Design wb_stage, sky130hd; sources not shown.
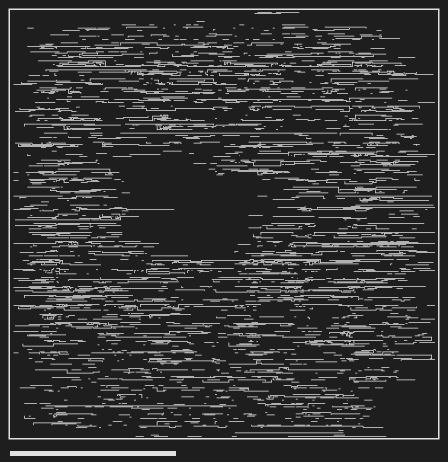
**Above:** the metal 1 layer.
The bar under the picture is 50 microns long.
The layer holds 41% of the routed length. The layer carries 8,490 microns of wire. The wires run mostly horizontal. 850 nets have wire on it.
via count: 5,703
drt total wl: 20,900 microns
met1 global-route usage: 31.1%

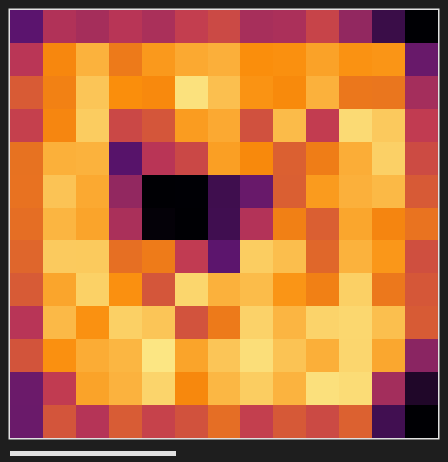
**Above:** cell area per tile.
The bar under the picture is 50 microns long. 13 x 13 tiles, from black (low) to pale yellow (high), 0 to 100% covered.
3.6% of the tiles are nearly empty. The emptiest ninth of the die: centre. The fullest tile reaches 95%. The mean over all tiles is 66%. 45% of the tiles are over 75% full.
core footprint: 15,300 sq um
Init Core Util: 51.3%

==> impl_metrics.yaml <==
# generated from flow reports
pwr:
  power_leader: "sequential cells"
  fin_total_pwr_uw: 2830
  p_leak_uw: 0.00468
  p_switching_uw: 813
  power.share.clock_pct: 29.6
  ir_drop_uv: 144
  p_seq_share_pct: 37.5
  power_density_nw_per_um2: 253
  p_sw_share_pct: 28.7
  internal_power_uw: 2020
  combPwrFrac_pct: 32.9
  p_clk_uw: 839
  seq-power_uw: 1060
  p_comb_uw: 930
hold_path:
  hold-path-cell-count: 1
  hold_class: "register to register"
cts:
  cts_hold_buf: 0
  clkTransAtPathRegs_ns: 0.06
  cts_resized: 0
  cts_tree: "yes"
  worst_skew_pair.late_latency_ns: 0.41
  numCtsBuffers: 17
  cts_setup_buffers: 0
  clk_path_buf_depth: 2
  cts.sinks: 158
  root_buffer: "clkbuf_16"
  cts.htree.levels: 4
worst_setup_path:
  r2r_cells: 12
  path_cells: "or2_1, clkinv_2, buf_4, buf_12, mux2_2, nor2_1, nand2_1, o21ai_0, o21ai_0, a32oi_4, buf_4, mux2_2"
  cp-start-kind: "register"
  cp-end-kind: "register"
  crit_fanout: 40
  worst-setup-path-type: "register to register"
  crit_buf_inv: 4
  required_ns: 8.29
  reg2reg_slack_ns: 3.47
  cp_slowest_cell: "a32oi_4"
  worstPathArrival_ns: 4.83
  slowest_delay_ns: 0.57
  crit_cells: 12
  cp_top_family: "buffers and inverters"
yosys:
  synth-warning-count: 6
  synth_area_per_cell_sq_um: 14.3
  netlist_instances: 549
  syn_area_sq_um: 7820
  syn_nets: 713
routing:
  vias_per_cell: 5.61
  dr_wl_met3_microns: 1200
  drt_iter0_markers: 329
  drtAntennaViolNets: 0
  avgRoutedWirePerCell_microns: 20.5
  met2WireLength_microns: 10600
  highest_layer: "met4"
  drtPass1Iterations: 4
  met1_length_microns: 8490
  drc: 0
die:
  num_rows: 45
  die_h_microns: 129
  die-area_sq_um: 16700
  ios: 270
  fp.dieW_microns: 129
  taps: 211
layout:
  seq_area_share_pct: 35.4
  flop-count: 158
  final-nonclk-buf-share_pct: 24.2
  comb_cells: 347
  drive_gt1_share_pct: 36.1
  comb_area_sq_um: 3610
  area_growth_pct: 42.8
  layout.cells.most_common: "clkdlybuf4s50_1"
  sh_comb_area_pct: 32.3
  antenna_cells: 0
  instances_no_fill: 1017
  layout_top_cells: "clkdlybuf4s50_1 (259), mux2_2 (233), dfrtp_1 (158), and3_1 (31), a221o_1 (30)"
  num-nonclk-inverters: 3
  nFillCells: 993
  largestClassByArea: "sequential cells"
  buffers: 267
  seqCellArea_sq_um: 3950
  fin_util_pct: 73.2
  nets: 958
  finalInstanceArea_sq_um: 11200
  clock_cell_area_share_pct: 5.60
  clkbuf_count: 25
job:
  max_cap_violations: 0
  warnings: 37
final_timing:
  final.setup.tns_ns: 0
  period_used_pct: 57.7
  fmaxAchievable_mhz: 211
  fin_crit_ns: 4.73
  rsz0062_at_grt: "no"
  layout_setup_ws_ns: 3.47
  holdWs_ns: 0.291
  hold_viol: 0
  final_max_slew_viol_count: 0
  slew_headroom_pct: 42.9
  tightest_slew_ns: 0.856
  setup_viol: 0
grt:
  grt_pass1_vias: 6198
  overflow: 0
  grt_usage_pct: 26.2
  grt.busiest_layer: "met2"
  grt_pass1_wl_microns: 32600
  grt_use_met2_pct: 42.9
  grt_util_met3_pct: 6.23
  antenna_found_initial: 0
  grt_max_degree: 107
place:
  placed_cell_area_sq_um: 10500
  port_buffers: 259
  dp_slack_ns: 3.41
  numPlacedInstances: 985
  routabilityCongestion: 0.853
  detailed_place_hpwl_microns: 14000
outcome:
  status: "complete, no violations"
Power figures rest on the tool's default switching activity, not on a simulated workload.
